`src/rtl/funct_gen_queue_if.sv`:
```
// Handshake bundle for funct_gen_queue: input instruction bundle side and
// decoded output bundle side. master = producer/consumer, slave = the queue.
interface funct_gen_queue_if #(
    parameter int LANES = 2
);
    logic                  in_valid;
    logic                  in_ready;
    logic [LANES*32-1:0]   in_inst;
    logic [LANES-1:0]      in_mask;
    logic                  out_valid;
    logic                  out_ready;
    logic [LANES*6-1:0]    out_funct;
    logic [LANES-1:0]      out_mask;
    logic [LANES-1:0]      out_illegal;

    modport master (
        output in_valid, in_inst, in_mask, out_ready,
        input  in_ready, out_valid, out_funct, out_mask, out_illegal
    );

    modport slave (
        input  in_valid, in_inst, in_mask, out_ready,
        output in_ready, out_valid, out_funct, out_mask, out_illegal
    );
endinterface

```
`src/rtl/funct_gen_queue.sv`:
```
// Multi-lane MIPS funct generator feeding a DEPTH-entry bundle FIFO.
// Ports: clk, rst (sync high), flush, cfg_special2_en, bus (slave), illegal_cnt.
module funct_gen_queue #(
    parameter int LANES = 2,
    parameter int DEPTH = 2
) (
    input  logic                 clk,
    input  logic                 rst,
    input  logic                 flush,
    input  logic                 cfg_special2_en,
    funct_gen_queue_if.slave     bus,
    output logic [15:0]          illegal_cnt
);
    localparam int PW = $clog2(DEPTH);
    localparam logic [PW:0]   DEPTH_C = (PW+1)'(DEPTH);
    localparam logic [PW:0]   CNT_ONE = (PW+1)'(1);
    localparam logic [PW-1:0] PTR_ONE = PW'(1);

    localparam logic [5:0] FUNCT_NOP = 6'h00;
    localparam logic [5:0] F_ADD  = 6'h20;
    localparam logic [5:0] F_ADDU = 6'h21;
    localparam logic [5:0] F_AND  = 6'h24;
    localparam logic [5:0] F_OR   = 6'h25;
    localparam logic [5:0] F_XOR  = 6'h26;
    localparam logic [5:0] F_SLT  = 6'h2a;
    localparam logic [5:0] F_SLTU = 6'h2b;

    // returns {illegal, funct}
    function automatic logic [6:0] decode(
        input logic [5:0] op,
        input logic [4:0] rt,
        input logic [5:0] fn,
        input logic       sp2_en
    );
        logic [5:0] f;
        logic       ill;
        f   = FUNCT_NOP;
        ill = 1'b0;
        unique case (op)
            6'h00: f = fn;
            6'h1c: begin
                if (!sp2_en) begin
                    ill = 1'b1;
                end else begin
                    unique case (fn)
                        6'h00, 6'h01, 6'h02, 6'h04,
                        6'h05, 6'h20, 6'h21: f = fn;
                        default:             ill = 1'b1;
                    endcase
                end
            end
            6'h01: begin
                unique case (rt)
                    5'h00, 5'h01: f = FUNCT_NOP;
                    5'h10, 5'h11: f = F_OR;
                    default:      ill = 1'b1;
                endcase
            end
            6'h0c:               f = F_AND;
            6'h0d, 6'h0f, 6'h03: f = F_OR;
            6'h0e:               f = F_XOR;
            6'h08,
            6'h20, 6'h21, 6'h22, 6'h23,
            6'h24, 6'h25, 6'h26,
            6'h28, 6'h29, 6'h2a, 6'h2b,
            6'h2e:               f = F_ADD;
            6'h09:               f = F_ADDU;
            6'h0a:               f = F_SLT;
            6'h0b:               f = F_SLTU;
            default:             f = FUNCT_NOP;
        endcase
        return {ill, f};
    endfunction

    logic [LANES*6-1:0] dec_funct;
    logic [LANES-1:0]   dec_ill;
    logic [2:0]         dec_pop;
    logic [6:0]         d;

    always_comb begin
        dec_funct = '0;
        dec_ill   = '0;
        dec_pop   = '0;
        d         = '0;
        for (int i = 0; i < LANES; i++) begin
            d = decode(bus.in_inst[32*i+26 +: 6],
                       bus.in_inst[32*i+16 +: 5],
                       bus.in_inst[32*i    +: 6],
                       cfg_special2_en);
            // masked-off lanes decode to a clean NOP
            if (bus.in_mask[i]) begin
                dec_funct[6*i +: 6] = d[5:0];
                dec_ill[i]          = d[6];
            end
            dec_pop = dec_pop + {2'b00, dec_ill[i]};
        end
    end

    logic unused_bits;
    assign unused_bits = ^bus.in_inst;

    logic [PW:0]   count;
    logic [PW-1:0] wr_ptr;
    logic [PW-1:0] rd_ptr;
    logic          push;
    logic          pop;
    logic [16:0]   cnt_sum;
    logic [15:0]   cnt_next;

    logic [LANES*6-1:0] mem_funct [DEPTH];
    logic [LANES-1:0]   mem_mask  [DEPTH];
    logic [LANES-1:0]   mem_ill   [DEPTH];

    assign bus.in_ready  = count < DEPTH_C;
    assign bus.out_valid = count != '0;
    assign push = bus.in_valid & bus.in_ready & ~flush;
    assign pop  = bus.out_valid & bus.out_ready & ~flush;

    assign cnt_sum  = {1'b0, illegal_cnt} + {14'b0, dec_pop};
    assign cnt_next = cnt_sum[16] ? 16'hFFFF : cnt_sum[15:0];

    always_ff @(posedge clk) begin
        if (rst) begin
            count       <= '0;
            wr_ptr      <= '0;
            rd_ptr      <= '0;
            illegal_cnt <= '0;
        end else if (flush) begin
            count  <= '0;
            wr_ptr <= '0;
            rd_ptr <= '0;
        end else begin
            if (push) begin
                wr_ptr      <= wr_ptr + PTR_ONE;
                illegal_cnt <= cnt_next;
            end
            if (pop) begin
                rd_ptr <= rd_ptr + PTR_ONE;
            end
            if (push & ~pop) begin
                count <= count + CNT_ONE;
            end else if (pop & ~push) begin
                count <= count - CNT_ONE;
            end
        end
    end

    always_ff @(posedge clk) begin
        if (push & ~rst) begin
            mem_funct[wr_ptr] <= dec_funct;
            mem_mask[wr_ptr]  <= bus.in_mask;
            mem_ill[wr_ptr]   <= dec_ill;
        end
    end

    // empty queue presents zeros, so storage itself needs no reset
    assign bus.out_funct   = bus.out_valid ? mem_funct[rd_ptr] : '0;
    assign bus.out_mask    = bus.out_valid ? mem_mask[rd_ptr]  : '0;
    assign bus.out_illegal = bus.out_valid ? mem_ill[rd_ptr]   : '0;
endmodule
```
`src/flat_wrapper.sv`:
```
// flat-port wrapper written by rule: the top's interface ports become plain ports
module funct_gen_queue_flat 
#(
    parameter int LANES = 2,
    parameter int DEPTH = 2
)
  (clk, rst, flush, cfg_special2_en, illegal_cnt, bus_in_valid, bus_in_inst, bus_in_mask, bus_out_ready, bus_in_ready, bus_out_valid, bus_out_funct, bus_out_mask, bus_out_illegal);
  funct_gen_queue_if #(.LANES(LANES)) bus_i ();
  input  logic clk;
  input  logic rst;
  input  logic flush;
  input  logic cfg_special2_en;
  output logic [15:0] illegal_cnt;
  input wire logic [$bits(bus_i.in_valid)-1:0] bus_in_valid;
  input wire logic [$bits(bus_i.in_inst)-1:0] bus_in_inst;
  input wire logic [$bits(bus_i.in_mask)-1:0] bus_in_mask;
  input wire logic [$bits(bus_i.out_ready)-1:0] bus_out_ready;
  output wire logic [$bits(bus_i.in_ready)-1:0] bus_in_ready;
  output wire logic [$bits(bus_i.out_valid)-1:0] bus_out_valid;
  output wire logic [$bits(bus_i.out_funct)-1:0] bus_out_funct;
  output wire logic [$bits(bus_i.out_mask)-1:0] bus_out_mask;
  output wire logic [$bits(bus_i.out_illegal)-1:0] bus_out_illegal;
  assign bus_i.in_valid = bus_in_valid;
  assign bus_i.in_inst = bus_in_inst;
  assign bus_i.in_mask = bus_in_mask;
  assign bus_i.out_ready = bus_out_ready;
  assign bus_in_ready = bus_i.in_ready;
  assign bus_out_valid = bus_i.out_valid;
  assign bus_out_funct = bus_i.out_funct;
  assign bus_out_mask = bus_i.out_mask;
  assign bus_out_illegal = bus_i.out_illegal;
  funct_gen_queue #(.LANES(LANES), .DEPTH(DEPTH)) u_core (.clk(clk), .rst(rst), .flush(flush), .cfg_special2_en(cfg_special2_en), .bus(bus_i), .illegal_cnt(illegal_cnt));
endmodule
```
`config.mk`:
```
export PLATFORM = sky130hd
export DESIGN_NAME = funct_gen_queue_flat
export DESIGN_NICKNAME = d
export VERILOG_FILES = /design/src/rtl/funct_gen_queue_if.sv /design/src/rtl/funct_gen_queue.sv /design/src/flat_wrapper.sv
export SDC_FILE = /design/constraint.sdc
export NUM_CORES = 1
export LEC_CHECK = 0
export CAP_MARGIN = 10
export CORE_ASPECT_RATIO = 0.7
export CORE_UTILIZATION = 49
export CTS_CLUSTER_DIAMETER = 150
export CTS_CLUSTER_SIZE = 24
export DETAILED_ROUTE_END_ITERATION = 12
export GPL_TIMING_DRIVEN = 0
export PLACE_DENSITY_LB_ADDON = 0.2
export SYNTH_ARGS = -nofsm -noshare
export SYNTH_HDL_FRONTEND = slang
export SYNTH_SLANG_ARGS = --single-unit
export TNS_END_PERCENT = 100
```
`constraint.sdc`:
```
create_clock -name clk -period 9 [get_ports clk]
set_input_delay 2.7 -clock clk [delete_from_list [all_inputs] [get_ports clk]]
set_output_delay 2.7 -clock clk [all_outputs]
set_load 0.02 [all_outputs]
```
Where the registers sit:
Bar = 20 microns. Other sequential cells in the stronger gray, the rest of the logic in the fainter gray.
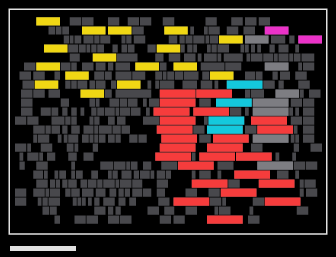
Key: u_core.count = magenta [placed flops 2]; u_core.illegal_cnt = yellow [placed flops 16]; u_core.mem_funct = red [placed flops 24]; u_core.mem_ill = cyan [placed flops 4]
Another 7 sequential cells are not colored.

==> run notes <==
flow finished, numbers: status finished, final reports clean, area of the core 5810 sq um, fillers 466, setup TNS 0 ns, clock root cell clkbuf_8, Final HPWL DP 5.15 mm, Non-clk bufs 83, Comb area between 1000 and 1500 sq um, combinational power share 15.6%, maximum clock frequency 168 MHz, ao+oa area frac 16.2%, slew margin rel. 49.7%, TritonCTS buffer count 5, n_diodes 0, most instantiated logic cell after routing clkdlybuf4s50_1, synthesis area per yosys 2990 sq um, Distinct cells, synth 59, Logic Gate Count 218, P_int 0.000379 W, clock transition at the registers of the reported paths 0.09 ns, Yosys warnings 0, Hold Fails Final Rpt 0, GRT Total Usage 22.4%, logic share of the area 38.2%, 1st-pass router iterations 4, sequential share of cell area 35.6%
Clock wires, drivers and flops:
Bar = 20 microns.
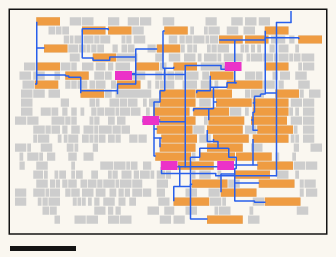
Key: flip-flops = orange [count 53]; cells driving clock nets = magenta [count 5]; clock wires = blue [length 593 microns]
There are 6 routed clock nets.

registers in the layout (all words and copies together) (netlist names), named ones only:
register and flops:
u_core.mem_ill 4, u_core.illegal_cnt 16, u_core.rd_ptr 1, u_core.mem_mask 4, u_core.wr_ptr 1, u_core.count 2
u_core.mem_funct 24
power by group through the flow:
stage | combinational [W] | sequential, W | clock (W)
2_1_floorplan | 0.0000407 | 0.000267 | 0
3_3_place_gp | 0.0000750 | 0.000267 | 0
3_5_place_dp | 0.0000768 | 0.000267 | 0
4_1_cts | 0.0000771 | 0.000261 | 0.000163
5_1_grt | 0.0000834 | 0.000262 | 0.000171
6_report | 0.0000774 | 0.000261 | 0.000159
metal layers:
layer,share of wire [%],wire length (microns)
met1,51,3470
met2,41,2830
met5,0,0
met4,1.1,76
met3,6.7,456
synth_stat cells (8+ instances only):
| cell type | number |
|---|---|
| edfxtp_1 | 32 |
| nor2_1 | 28 |
| dfxtp_1 | 21 |
| nand2_1 | 20 |
| mux2i_1 | 17 |
| a21oi_1 | 15 |
| inv_1 | 14 |
| nor3_1 | 12 |
| clkbuf_1 | 10 |
| nand3_1 | 10 |
| xor2_1 | 10 |
| o21ai_0 | 8 |
path summary, 6_finish.rpt:
check / start / end / slack, ns / cells past startpoint
min: u_core.illegal_cnt[0] / u_core.illegal_cnt[0] / 0.53 / 2
max reg2reg: u_core.illegal_cnt[0] / u_core.illegal_cnt[11] / 6.98 / 7
min reg2reg: u_core.illegal_cnt[0] / u_core.illegal_cnt[0] / 0.53 / 2
max: bus_in_inst[29] / u_core.illegal_cnt[11] / 3.03 / 14
worst max-delay path, delay by kind of cell:
family / cells / cell delay, ns
adder cells (fa/ha/maj): 3 / 0.55
buffers and inverters: 3 / 0.86
AND-OR/OR-AND: 2 / 0.33
AND/OR/NAND/NOR: 6 / 1.76
No activity file was given, so power comes from the tool's default toggle rates.
